==> run_1/gates.png <==
Scale bar: 100 um.
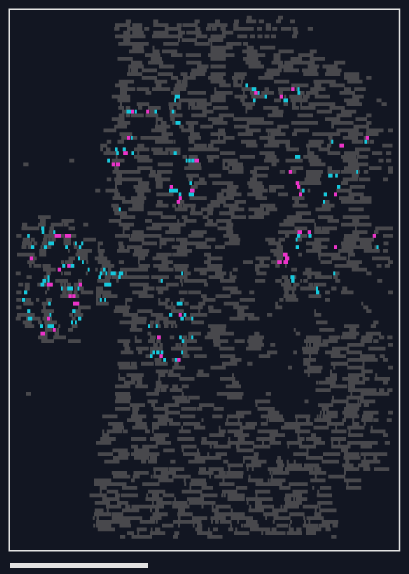
==> run_1/m3.png <==
Scale bar: 100 um.
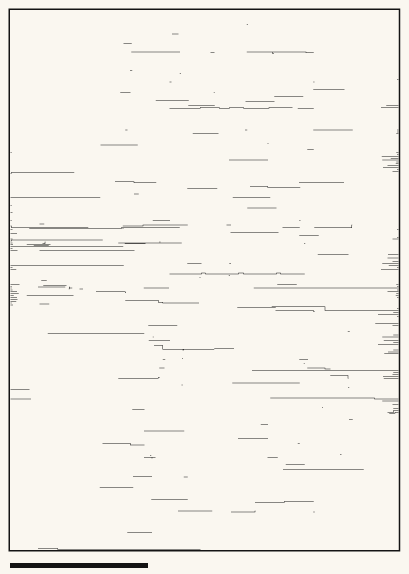
==> run_1/port_trees.png <==
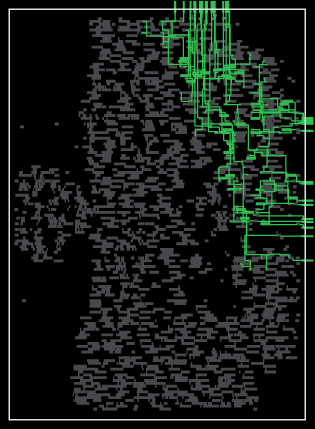
===== src/rtl/l1_trig_pkg.sv =====
// Shared types for the L1 trigger event builder: FSM states, record layout and packing helper.
package l1_trig_pkg;

   typedef enum logic [1:0] {StIdle, StGather, StEmit, StHoldoff} state_e;

   localparam int unsigned REC_W     = 128;
   localparam int unsigned BEAMS_LSB = 0;
   localparam int unsigned BEAMS_W   = 32;
   localparam int unsigned EVNUM_LSB = 32;
   localparam int unsigned EVNUM_W   = 32;
   localparam int unsigned TS_LSB    = 64;
   localparam int unsigned TS_W      = 48;

   typedef struct packed {
      logic [REC_W-TS_LSB-TS_W-1:0] rsvd;
      logic [TS_W-1:0]              ts;
      logic [EVNUM_W-1:0]           evnum;
      logic [BEAMS_W-1:0]           beams;
   } evt_rec_t;

   // Unused bits are forced to zero so downstream can rely on them.
   function automatic evt_rec_t pack_rec(logic [BEAMS_W-1:0] beams,
                                         logic [EVNUM_W-1:0] evnum,
                                         logic [TS_W-1:0]    ts);
      logic [REC_W-1:0] r;
      r = '0;
      r[BEAMS_LSB +: BEAMS_W] = beams;
      r[EVNUM_LSB +: EVNUM_W] = evnum;
      r[TS_LSB +: TS_W]       = ts;
      return evt_rec_t'(r);
   endfunction

endpackage


===== src/rtl/l1_trig_evt_fifo.sv =====
// First-word-fall-through event FIFO; DEPTH must be a power of two (pointers wrap naturally).
module l1_trig_evt_fifo #(
   parameter int unsigned WIDTH = 128,
   parameter int unsigned DEPTH = 4
) (
   input  logic                     clk_i,
   input  logic                     rst_i,
   input  logic                     push_i,
   input  logic [WIDTH-1:0]         wdata_i,
   input  logic                     pop_i,
   output logic [WIDTH-1:0]         rdata_o,
   output logic                     full_o,
   output logic                     empty_o,
   output logic [$clog2(DEPTH):0]   count_o
);

   localparam int unsigned AW = $clog2(DEPTH);

   logic [WIDTH-1:0] mem_q [DEPTH];
   logic [AW-1:0]    wr_ptr_q, rd_ptr_q;
   logic [AW:0]      count_q;
   logic             do_push, do_pop;

   assign full_o  = (count_q == (AW+1)'(DEPTH));
   assign empty_o = (count_q == '0);
   assign count_o = count_q;
   assign rdata_o = mem_q[rd_ptr_q];

   // A push into a full FIFO is legal when the head leaves in the same cycle.
   assign do_pop  = pop_i & ~empty_o;
   assign do_push = push_i & (~full_o | do_pop);

   always_ff @(posedge clk_i or posedge rst_i) begin
      if (rst_i) begin
         wr_ptr_q <= '0;
         rd_ptr_q <= '0;
         count_q  <= '0;
      end else begin
         if (do_push) wr_ptr_q <= wr_ptr_q + 1'b1;
         if (do_pop)  rd_ptr_q <= rd_ptr_q + 1'b1;
         if (do_push && !do_pop) count_q <= count_q + 1'b1;
         else if (do_pop && !do_push) count_q <= count_q - 1'b1;
      end
   end

   always_ff @(posedge clk_i) begin
      if (do_push) mem_q[wr_ptr_q] <= wdata_i;
   end

endmodule


===== src/rtl/l1_trigger_event_builder.sv =====
// Coincidence-window event builder for L1 beam triggers with FWFT record FIFO.
// Optional per-beam raw-trigger scalers are enabled by defining L1_TRIG_SCALERS_EN.
module l1_trigger_event_builder
   import l1_trig_pkg::*;
#(
   parameter int unsigned NBEAMS     = 2,
   parameter int unsigned WINDOW     = 4,
   parameter int unsigned FIFO_DEPTH = 4
) (
   input  logic                 aclk,
   input  logic                 reset_i,
   input  logic [NBEAMS-1:0]    trig_i,
   input  logic [NBEAMS-1:0]    beam_mask_i,
   input  logic [15:0]          holdoff_i,
   output logic [REC_W-1:0]     evt_tdata,
   output logic                 evt_tvalid,
   input  logic                 evt_tready,
   output logic [31:0]          event_count_o,
   output logic                 overflow_o
`ifdef L1_TRIG_SCALERS_EN
   ,
   input  logic                 scaler_clr_i,
   output logic [NBEAMS*16-1:0] scaler_o
`endif
);

   // Last GATHER count value; unused when WINDOW=1 since GATHER is skipped.
   localparam logic [3:0] WIN_LAST = (WINDOW > 1) ? 4'(WINDOW - 2) : 4'd0;

   state_e              state_q, state_d;
   logic [NBEAMS-1:0]   beams_q, beams_d, trig_en;
   logic [TS_W-1:0]     tstamp_q, ts_q, ts_d;
   logic [3:0]          win_q, win_d;
   logic [15:0]         hold_q, hold_d;
   logic [31:0]         evt_cnt_q;
   logic                ovf_q;
   logic                emit, push_ok, fifo_pop, fifo_full, fifo_empty;
   logic [$clog2(FIFO_DEPTH):0] fifo_count;
   evt_rec_t            rec;

   assign trig_en = trig_i & ~beam_mask_i;

   always_comb begin
      state_d = state_q;
      beams_d = beams_q;
      ts_d    = ts_q;
      win_d   = win_q;
      hold_d  = hold_q;
      emit    = 1'b0;
      unique case (state_q)
         StIdle: begin
            if (|trig_en) begin
               beams_d = trig_en;
               ts_d    = tstamp_q;
               win_d   = '0;
               state_d = (WINDOW == 1) ? StEmit : StGather;
            end
         end
         StGather: begin
            beams_d = beams_q | trig_en;
            win_d   = win_q + 4'd1;
            if (win_q == WIN_LAST) state_d = StEmit;
         end
         StEmit: begin
            emit = 1'b1;
            if (holdoff_i == 16'd0) begin
               state_d = StIdle;
            end else begin
               hold_d  = holdoff_i - 16'd1;
               state_d = StHoldoff;
            end
         end
         StHoldoff: begin
            if (hold_q == 16'd0) state_d = StIdle;
            else hold_d = hold_q - 16'd1;
         end
         default: state_d = StIdle;
      endcase
   end

   assign fifo_pop = evt_tvalid & evt_tready;
   assign push_ok  = emit & (~fifo_full | fifo_pop);
   assign rec      = pack_rec(BEAMS_W'(beams_q), evt_cnt_q, ts_q);

   always_ff @(posedge aclk or posedge reset_i) begin
      if (reset_i) begin
         state_q   <= StIdle;
         beams_q   <= '0;
         ts_q      <= '0;
         tstamp_q  <= '0;
         win_q     <= '0;
         hold_q    <= '0;
         evt_cnt_q <= '0;
         ovf_q     <= 1'b0;
      end else begin
         state_q  <= state_d;
         beams_q  <= beams_d;
         ts_q     <= ts_d;
         tstamp_q <= tstamp_q + TS_W'(1);
         win_q    <= win_d;
         hold_q   <= hold_d;
         if (push_ok) evt_cnt_q <= evt_cnt_q + 32'd1;
         if (emit && !push_ok) ovf_q <= 1'b1;
      end
   end

   l1_trig_evt_fifo #(
      .WIDTH (REC_W),
      .DEPTH (FIFO_DEPTH)
   ) u_fifo (
      .clk_i   (aclk),
      .rst_i   (reset_i),
      .push_i  (push_ok),
      .wdata_i (rec),
      .pop_i   (fifo_pop),
      .rdata_o (evt_tdata),
      .full_o  (fifo_full),
      .empty_o (fifo_empty),
      .count_o (fifo_count)
   );

   assign evt_tvalid    = ~fifo_empty;
   assign event_count_o = evt_cnt_q;
   assign overflow_o    = ovf_q;

   a_fifo_count_bound: assert property (@(posedge aclk) disable iff (reset_i)
      fifo_count <= ($clog2(FIFO_DEPTH)+1)'(FIFO_DEPTH));

`ifdef L1_TRIG_SCALERS_EN
   for (genvar b = 0; b < NBEAMS; b++) begin : g_scaler
      logic [15:0] sc_q;
      // Raw trigger count, independent of mask and FSM; clear wins over increment.
      always_ff @(posedge aclk or posedge reset_i) begin
         if (reset_i) sc_q <= '0;
         else if (scaler_clr_i) sc_q <= '0;
         else if (trig_i[b] && (sc_q != 16'hFFFF)) sc_q <= sc_q + 16'd1;
      end
      assign scaler_o[b*16 +: 16] = sc_q;
   end
`endif

endmodule


===== config.mk =====
export PLATFORM = sky130hd
export DESIGN_NAME = l1_trigger_event_builder
export DESIGN_NICKNAME = d
export VERILOG_FILES = /design/src/rtl/l1_trig_pkg.sv /design/src/rtl/l1_trig_evt_fifo.sv /design/src/rtl/l1_trigger_event_builder.sv
export SDC_FILE = /design/constraint.sdc
export NUM_CORES = 1
export LEC_CHECK = 0
export CORE_ASPECT_RATIO = 1.4
export CORE_MARGIN = 4
export CORE_UTILIZATION = 25
export CTS_BUF_LIST = sky130_fd_sc_hd__clkbuf_8
export DETAILED_ROUTE_END_ITERATION = 8
export MAX_ROUTING_LAYER = met4
export PLACE_DENSITY = 0.42
export SYNTH_ARGS = -nofsm -noshare
export SYNTH_HDL_FRONTEND = slang
export SYNTH_HIERARCHICAL = 1
export SYNTH_SLANG_ARGS = --single-unit

===== constraint.sdc =====
create_clock -name aclk -period 4.95 [get_ports aclk]
set_input_delay 0.7425 -clock aclk [delete_from_list [all_inputs] [get_ports aclk]]
set_output_delay 0.7425 -clock aclk [all_outputs]
set_load 0.05 [all_outputs]

==> results.py, run 1 <==
# Generated from Yosys and OpenROAD reports
metrics = {
    "final_timing": {
        "fin_hold_ws_ns": 0.469,
        "final_period_minus_worst_setup_slack_ns": 3.96,
        "layout_setup_ws_ns": 0.987,
        "setup_viol_count_final": 0,
        "setup_tns_ns": 0,
        "finClkSkew_ns": 0.0324,
        "highest_clock_rate_mhz": 252,
        "tightestPinTransition_ns": 0.849,
        "timing.final.max_slew_violations": 0,
        "final.period_utilization": 0.801,
    },
    "outcome": {
        "run_status": "completed",
    },
    "power_and_ir_drop": {
        "power.ir.vdd_worst_mv": 0.266,
        "cellPowerDensity_mw_per_mm2": 452,
    },
    "critical_path": {
        "worstSetupPathType": "reg2out",
        "critPathArrivalTime_ns": 3.22,
        "worstSetupStartpointType": "flip-flop",
        "path_max_fanout": 45,
        "timing.critical_path.slowest_cell_delay_ns": 0.92,
        "worst_path_dominant_cell_family": "buffers and inverters",
    },
    "clock_tree": {
        "cts_buf_count": 109,
        "clock_tree_from_tritoncts": "done",
        "cts-root-to-sink-buffers": 3,
        "cts_setup_buffers": 0,
        "clockRootBuffer": "sky130_fd_sc_hd__clkbuf_8",
        "worstSkewPairLatency_ns": 0.76,
        "ctsHtreeMaxLevel": 3,
    },
    "global_route": {
        "grt_max_degree": 74,
        "via_count_of_the_first_global_routing_pass": 14854,
    },
    "finish": {
        "synthToLayoutAreaGrowth_pct": 24.9,
        "drive_above_1_share": 0.196,
        "nNetsFinal": 1843,
    },
    "place": {
        "placed_cell_area_sq_mm": 0.0304,
        "placedCellCount": 3047,
    },
    "logic_synthesis": {
        "post_synth_num_cell_types": 74,
        "yosys_register_bits": 672,
        "yosys_most_used_dff": "sky130_fd_sc_hd__edfxtp_1",
        "cell_taking_the_most_area_after_synthesis": "sky130_fd_sc_hd__edfxtp_1",
        "synth.top_cells.by_area": "sky130_fd_sc_hd__edfxtp_1 59%, sky130_fd_sc_hd__dfrtp_1 15%, sky130_fd_sc_hd__mux4_2 11%, sky130_fd_sc_hd__mux2_2 2.1%, sky130_fd_sc_hd__xnor2_1 1.5%",
        "synth_area_sq_mm": 0.0261,
        "common_cells": "512 x sky130_fd_sc_hd__edfxtp_1, 160 x sky130_fd_sc_hd__dfrtp_1, 128 x sky130_fd_sc_hd__mux4_2, 51 x sky130_fd_sc_hd__nand2_1, 48 x sky130_fd_sc_hd__mux2_2",
        "yosys-stat-cells": 1353,
    },
    "floorplan": {
        "die-width_um": 281,
        "rows": 140,
        "floorplanUtilization": 0.251,
    },
    "run": {
        "drv_cap": 0,
    },
}
## Picture notes: gates.png
nand cells -> cyan  # cells 130, most used nand2_1
and/or cells -> magenta  # cells 46, most used and3_1
Non-Filler Instances: 3254
proportion of cell area occupied by multi-input gates: 0.215
leading cell type in the layout, fill and taps excluded: sky130_fd_sc_hd__edfxtp_1

## Picture notes: m3.png
longest straight run = 106 um
share of all routed wire = 5.5%
nets with wire on the layer = 125
GR Layer Usage met3: 0.0285
Routed WL: 61900 um
vias after detailed routing: 13449

## Picture notes: port_trees.png
`event_count_o` -> green  # bits 32, direction output, edge 17 top, 15 right, end cells 32, buffers 32, wire 4080 um
count of port buffers added during placement: 184
Top-Level Pins: 185

-- run 1: cells by family (layout without fill, tap and decap cells) --
kind of cell    Yosys count  after routing  synth area share
fa+ha+maj                11             11           0.00556
xor+xnor                 83             83            0.0278
buf+inv                  72            440            0.0154
flops                   672            672             0.742
other cells               1            185          0.000144
compound gates           81             81            0.0222
mux                     182            182             0.133
simple gates            251            251            0.0531
-- run 1: sequential cells by signal, summed over array words and instances, names as in the netlist --
register / count
u_fifo/count_o: 3
state_q: 2
ts_q: 48
beams_q: 2
hold_q: 16
event_count_o: 32
win_q: 4
u_fifo/rd_ptr_q: 2
u_fifo/mem_q: 512
overflow_o: 1
u_fifo/wr_ptr_q: 2
tstamp_q: 48
-- run 1: where the power goes --
group          switching (uW)  internal [uW]
Clock                    2230           2600
Sequential                254           6210
Combinational            2090           1340
Total                    4580          10200
-- run 1: layout by cell type, fill, tap and decap left out, types with 6 or more instances in the layout --
cell type	n
sky130_fd_sc_hd__a211oi_1	7
sky130_fd_sc_hd__a21oi_1	15
sky130_fd_sc_hd__and2_1	6
sky130_fd_sc_hd__and3_1	21
sky130_fd_sc_hd__and4_1	7
sky130_fd_sc_hd__buf_12	13
sky130_fd_sc_hd__buf_4	15
sky130_fd_sc_hd__bufinv_16	7
sky130_fd_sc_hd__clkbuf_8	120
sky130_fd_sc_hd__clkdlybuf4s50_1	184
sky130_fd_sc_hd__clkinv_1	12
sky130_fd_sc_hd__clkinv_2	11
sky130_fd_sc_hd__conb_1	184
sky130_fd_sc_hd__dfrtp_1	158
sky130_fd_sc_hd__edfxtp_1	512
sky130_fd_sc_hd__ha_1	10
sky130_fd_sc_hd__inv_1	70
sky130_fd_sc_hd__mux2_2	48
sky130_fd_sc_hd__mux4_2	128
sky130_fd_sc_hd__nand2_1	51
sky130_fd_sc_hd__nand2b_1	13
sky130_fd_sc_hd__nand3_1	46
sky130_fd_sc_hd__nand4_1	13
sky130_fd_sc_hd__nor2_1	35
sky130_fd_sc_hd__nor3_1	18
sky130_fd_sc_hd__nor4_1	10
sky130_fd_sc_hd__o21ai_0	15
sky130_fd_sc_hd__xnor2_1	46
sky130_fd_sc_hd__xor2_1	37
-- run 1: layer usage --
metal  GRT usage  wire length, um  up-vias
met5           -                0        -
met4      0.0430             1600        0
met3      0.0285             3380       97
met2       0.206            32400      276
met1       0.132            24500     6944
li1            -                -     6132
-- run 1: worst paths after layout --
path	end	slack, ns	depth (start not counted)
worst min-delay path	tstamp_q[47]	0.47	1
min in group asynchronous	u_fifo/rd_ptr_q[0]	0.49	2
worst max register to register	u_fifo/mem_q[3][18]	1.70	5
max in group asynchronous	tstamp_q[47]	3.25	3
worst max-delay path	evt_tdata[37]	0.99	3
worst min register to register	tstamp_q[47]	0.47	1
-- run 1: final cells by class --
class | instances | area (sq um)
Fill cell | 10104 | 71300
Sequential cell | 672 | 19400
Multi-Input combinational cell | 792 | 7030
Timing Repair Buffer | 212 | 2210
Tap cell | 1349 | 1690
Clock buffer | 120 | 1650
Clock inverter | 86 | 557
Inverter | 22 | 87.6
Antenna cell | 1 | 2.50
==> run_1/util_map.png <==
The die is cut into 28 by 39 equal tiles; black is low, pale yellow is high, 0 to 100% covered.
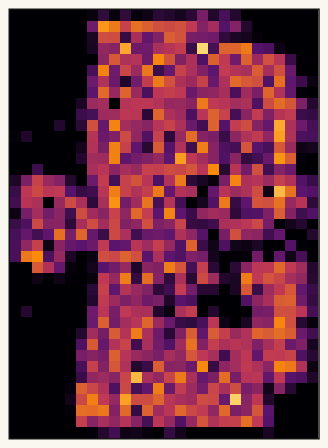

==> inputs of run 2 (changes only) <==
Clock period 4.95 ns to 3.3 ns, I/O delays scaled along.
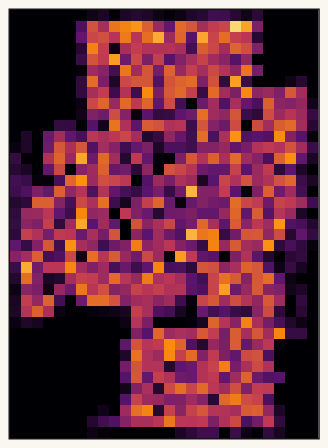
(run_2/util_map.png)
The die is cut into 28 by 39 equal tiles; black is low, pale yellow is high, 0 to 100% covered.
emptiest ninth of the die = bottom left
densest ninth of the die = top middle
fullest tile = 92%
tiles over 75% full = 1.8%
nearly empty tiles = 27%
mean over tiles = 28%
fin util: 0.314
FP Util: 0.251
core outline area: 0.104 sq mm

==> run 2 against run 1 <==
Effect of this change: sequential cell count unchanged; sequential share of layout area about the same; die size unchanged; power increased by 52%; synthesized area unchanged; via count increased by 1.2%; synthesized cell count unchanged; highest routed layer unchanged; critical path depth increased by 1.
==> results.py, run 2 <==
# Generated from Yosys and OpenROAD reports
metrics = {
    "logic_synthesis": {
        "common_cells": "512 x sky130_fd_sc_hd__edfxtp_1, 160 x sky130_fd_sc_hd__dfrtp_1, 128 x sky130_fd_sc_hd__mux4_2, 51 x sky130_fd_sc_hd__nand2_1, 48 x sky130_fd_sc_hd__mux2_2",
        "synth_area_sq_mm": 0.0261,
        "yosys-stat-cells": 1353,
        "yosys_most_used_dff": "sky130_fd_sc_hd__edfxtp_1",
    },
    "global_route": {
        "grt_max_degree": 84,
    },
    "final_timing": {
        "layout_setup_ws_ns": 0.220,
        "fin_hold_ws_ns": 0.417,
        "final_period_minus_worst_setup_slack_ns": 3.08,
        "tightestPinTransition_ns": 0.644,
        "final.period_utilization": 0.933,
        "setup_viol_count_final": 0,
    },
    "critical_path": {
        "worstSetupPathType": "reg2out",
    },
    "power_and_ir_drop": {
        "power.ir.vdd_worst_mv": 0.342,
        "net_load_switching_power_uw": 7080,
        "cellPowerDensity_mw_per_mm2": 684,
        "p_int_uw": 15300,
        "power_frac_clock": 0.328,
        "power_switching_share": 0.317,
    },
    "clock_tree": {
        "ctsHtreeMaxLevel": 3,
        "worstSkewPairLatency_ns": 0.76,
        "clockRootBuffer": "sky130_fd_sc_hd__clkbuf_8",
        "cts-root-to-sink-buffers": 3,
        "clock_tree_from_tritoncts": "done",
        "cts_buf_count": 110,
    },
    "outcome": {
        "run_status": "completed",
    },
    "place": {
        "count_of_port_buffers_added_during_placement": 184,
    },
    "floorplan": {
        "top_level_pins": 185,
        "die-width_um": 281,
    },
    "route": {
        "wirelength_um": 63000,
        "dr_total_vias": 13609,
    },
    "finish": {
        "top_register": "u_fifo/mem_q",
        "drive_above_1_share": 0.264,
        "nFillCells": 10195,
        "synthToLayoutAreaGrowth_pct": 25.0,
    },
    "run": {
        "drv_cap": 0,
    },
}
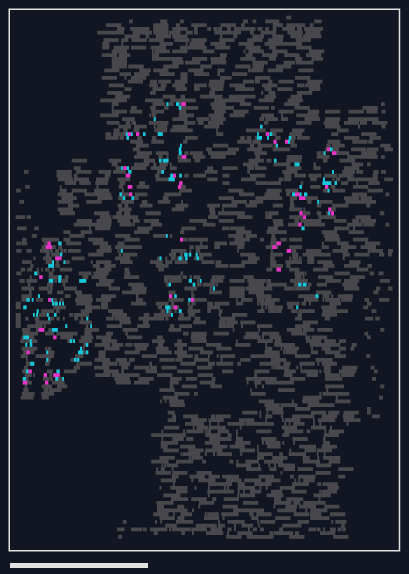
(run_2/gates.png)
Scale bar: 100 um.
nand cells -> cyan  # cells 130, most used nand2_1
and/or cells -> magenta  # cells 46, most used and3_1
Non-Filler Instances: 3274
proportion of cell area occupied by multi-input gates: 0.215

-- run 2: area by class of cell --
type	instances	area, sq um	share of cell area
antenna	1	2.50	0.0000767
clock buffer	127	1750	0.0536
clock inverter	81	515	0.0158
inverter	22	86.3	0.00265
multi-input combinational	792	7030	0.215
sequential	672	19400	0.594
tap	1349	1690	0.0517
timing repair buffer	230	2190	0.0670
-- run 2: what timing repair did --
item                                   in CTS  in global routing
setup endpoints to repair                  69                  0
resized                                    28                  0
endpoints found under the hold margin       9                  0
hold buffers                                1                  0
setup buffers                               3                  0
-- run 2: cells by family (layout without fill, tap and decap cells) --
kind of cell | after synthesis | after routing | share of synthesized area
AOI/OAI and AO/OA | 81 | 81 | 0.0222
xor gates and xnor gates | 83 | 83 | 0.0278
adders and majority gates | 11 | 11 | 0.00556
other | 1 | 185 | 0.000144
and+or+nand+nor | 251 | 251 | 0.0531
muxes | 182 | 182 | 0.133
DFF | 672 | 672 | 0.742
buffers and inverters | 72 | 460 | 0.0154
-- run 2: worst paths after layout --
check	endpoint	slack (ns)	depth (start not counted)
hold reg to reg	tstamp_q[47]	0.47	1
setup reg to reg	hold_q[14]	0.59	8
setup / recovery	evt_tdata[126]	0.22	4
min in group asynchronous	event_count_o[3]	0.69	3
max in group asynchronous	ts_q[43]	1.85	4
hold / removal	beams_q[1]	0.42	3
-- run 2: through the flow --
step,instance area (sq um),cells
3_5_place_dp,30300,3061
6_report,32600,3274
3_3_place_gp,30300,3061
5_1_grt,32600,3274
4_1_cts,32600,3273
2_1_floorplan,26800,1536
-- run 2: power groups by stage --
stage	clock network, uW	registers, uW	logic [uW]
2_1_floorplan	0	9630	3970
3_3_place_gp	0	9790	5490
3_5_place_dp	0	9800	5470
4_1_cts	7690	9570	5640
5_1_grt	8090	9590	5870
6_report	7320	9570	5450
-- run 2: metal layers --
layer | global-route usage | wire [um]
met3 | 0.0246 | 3280
met1 | 0.139 | 25200
met5 | - | 0
met4 | 0.0420 | 1510
met2 | 0.206 | 33100
-- run 2: worst max-delay path: stages (launching register included) --
cell and delay (ns):
sky130_fd_sc_hd__dfrtp_4 0.63, sky130_fd_sc_hd__buf_12 0.23, sky130_fd_sc_hd__buf_12 0.31, sky130_fd_sc_hd__mux4_2 0.40, sky130_fd_sc_hd__buf_4 0.22
==> run_2/m3.png <==
Scale bar: 100 um.
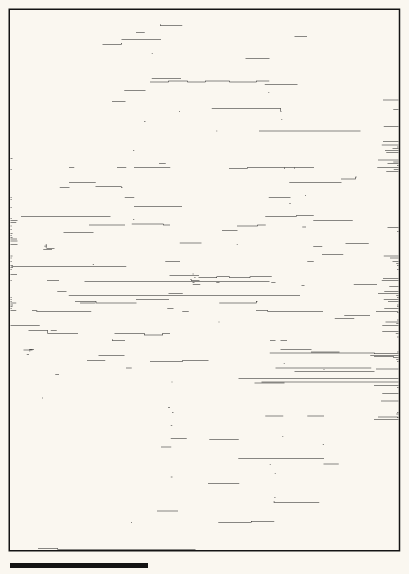

==> inputs of run 3 (changes only) <==
Settings changed: ABC_CLOCK_PERIOD_IN_PS set to 3300, CORE_MARGIN 4 to not set.
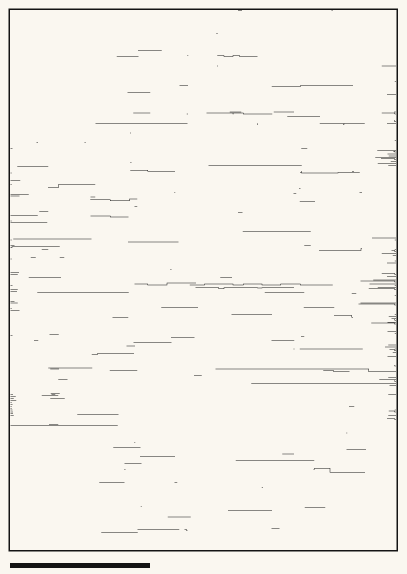
(run_3/m3.png)
Scale bar: 100 um.
wire length on this layer = 2810 um
share of all routed wire = 4.5%
longest straight run = 109 um
nets with wire on the layer = 123
main direction = horizontal
GR Layer Usage met3: 0.0257
vias after detailed routing: 13505
Routed WL: 62200 um

==> run 3 against run 2 <==
Effect of this change: the run now ends with DRC left; final area rose by 0.15%; synthesized area did not move; sequential power barely moved; non-clock buffer count rose by 6; power fell by 2.1%; clock power fell by 5.5%; final cell count fell by 0.31%; critical path depth did not move; setup slack got worse by 0.082 ns; utilization rose by 0.33 points.
==> results.py, run 3 <==
# Generated from Yosys and OpenROAD reports
metrics = {
    "outcome": {
        "run_status": "finished, violations left",
        "failed_checks": "DRC",
    },
    "final_timing": {
        "timing.final.max_slew_violations": 0,
        "layout_setup_ws_ns": 0.138,
        "highest_clock_rate_mhz": 316,
        "final.period_utilization": 0.958,
        "final_period_minus_worst_setup_slack_ns": 3.16,
        "fin_hold_ws_ns": 0.276,
        "setup_viol_count_final": 0,
        "finClkSkew_ns": 0.0316,
        "tightestPinTransition_ns": 0.703,
    },
    "route": {
        "post-route-drc-count": 15,
    },
    "clock_tree": {
        "cts-root-to-sink-buffers": 3,
        "clockRootBuffer": "sky130_fd_sc_hd__clkbuf_8",
        "ctsHtreeMaxLevel": 3,
        "cts_buf_count": 112,
        "clock_tree_from_tritoncts": "done",
        "post_cts_hold_buffer_count": 0,
    },
    "floorplan": {
        "core-area_sq_mm": 0.103,
        "rows": 139,
        "top_level_pins": 185,
        "floorplanUtilization": 0.254,
        "die-width_um": 275,
    },
    "finish": {
        "commonest_cells_after_routing_fill_and_taps_aside": "512 x sky130_fd_sc_hd__edfxtp_1, 184 x sky130_fd_sc_hd__conb_1, 158 x sky130_fd_sc_hd__dfrtp_1",
        "final-instance-count-excl-fill": 3264,
        "stdcell_area_sq_mm": 0.0327,
        "top_register": "u_fifo/mem_q",
        "nNetsFinal": 1870,
        "layout.cells.most_common": "sky130_fd_sc_hd__edfxtp_1",
        "top_regs": "u_fifo/mem_q: 512 flops, ts_q: 48 flops, tstamp_q: 48 flops",
    },
    "power_and_ir_drop": {
        "power.ir.vdd_worst_mv": 0.346,
        "cellPowerDensity_mw_per_mm2": 669,
    },
    "logic_synthesis": {
        "synth.top_cells.by_area": "sky130_fd_sc_hd__edfxtp_1 59%, sky130_fd_sc_hd__dfrtp_1 15%, sky130_fd_sc_hd__mux4_2 11%, sky130_fd_sc_hd__mux2_2 2.1%, sky130_fd_sc_hd__xnor2_1 1.5%",
        "cell_taking_the_most_area_after_synthesis": "sky130_fd_sc_hd__edfxtp_1",
    },
    "place": {
        "placedCellCount": 3057,
        "placed_cell_area_sq_mm": 0.0307,
        "count_of_port_buffers_added_during_placement": 184,
    },
    "critical_path": {
        "worstSetupPathType": "reg2out",
        "timing.critical_path.slowest_cell_delay_ns": 0.54,
        "timing.critical_path.cells": "buf_12 > buf_16 > mux4_2 > dlygate4sd2_1",
        "path_max_fanout": 20,
        "critPathArrivalTime_ns": 2.67,
        "reg2reg_depth": 8,
        "worst-r2r-setup-slack_ns": 0.68,
        "endpoint": "evt_tdata[85]",
    },
    "global_route": {
        "grt_max_degree": 76,
    },
}
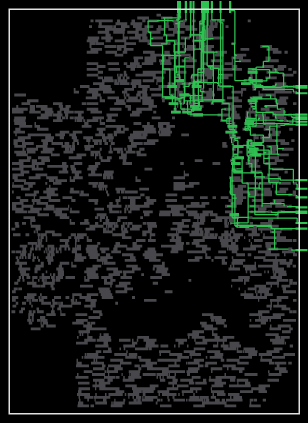
(run_3/port_trees.png)

==> run 3: cell counts after synthesis <==
No cell type changed its count.
==> run 3: report_power, final <==
part	internal, uW	switching, uW
sequential	9320	236
combinational	2020	3360
clock	3520	3400
total	14900	7000
==> run 3: stage by stage <==
step,setup TNS (ns),utilization
finish,0,0.317
global route,0,0.317
CTS,-0.345,0.318
detailed placement,0,0.298
global placement,0,0.298
floorplan,-70.21,-
==> run 3: cells by family after synthesis <==
logic type,Yosys count,synth area share
other,1,0.000144
buffers and inverters,72,0.0154
DFF,672,0.742
AOI/OAI and AO/OA,81,0.0222
adders and majority gates,11,0.00556
xor gates and xnor gates,83,0.0278
muxes,182,0.133
and+or+nand+nor,251,0.0531
==> run 3: final cells by class <==
cell class,instances,area [sq um]
fillers,10165,70300
flip-flops and latches,672,19400
multi-input cells,792,7030
repair buffers,236,2440
well taps,1339,1680
clock buffers,121,1670
clock inverters,81,405
inverters,22,86.3
diodes,1,2.50
==> run 3: worst min path at each step <==
stage / from / end / slack (ns) / cells after the start
final: reset_i / u_fifo/count_o[0] / 0.28 / 2
after global placement: tstamp_q[47] / tstamp_q[47] / 0.47 / 1
after CTS: reset_i / u_fifo/count_o[2] / 0.16 / 2
after global routing: reset_i / u_fifo/count_o[2] / 0.24 / 2
after detailed placement: tstamp_q[47] / tstamp_q[47] / 0.47 / 1
after floorplan: reset_i / u_fifo/count_o[0] / 0.30 / 1
==> run 3: critical path: cells and delay by family (launching register included) <==
family	cells	cell delay [ns]
buffers and inverters	3	0.86
muxes	1	0.54
DFF	1	0.48
==> run 3: metal layers <==
| layer | global-route usage | routed length, um | vias up | part of all wire |
|---|---|---|---|---|
| met5 | - | 0 | - | 0 |
| met4 | 0.0492 | 1590 | 0 | 0.026 |
| met3 | 0.0257 | 2810 | 97 | 0.045 |
| met2 | 0.214 | 33100 | 270 | 0.53 |
| met1 | 0.138 | 24700 | 6959 | 0.40 |
| li1 | - | - | 6179 | - |
==> run 3: what timing repair did <==
item | in CTS | in global routing
cloned | 2 | 0
gates resized | 171 | 14
setup endpoints to repair | 103 | 7
setup buffers | 2 | 0
Power and IR drop assume default switching activity.
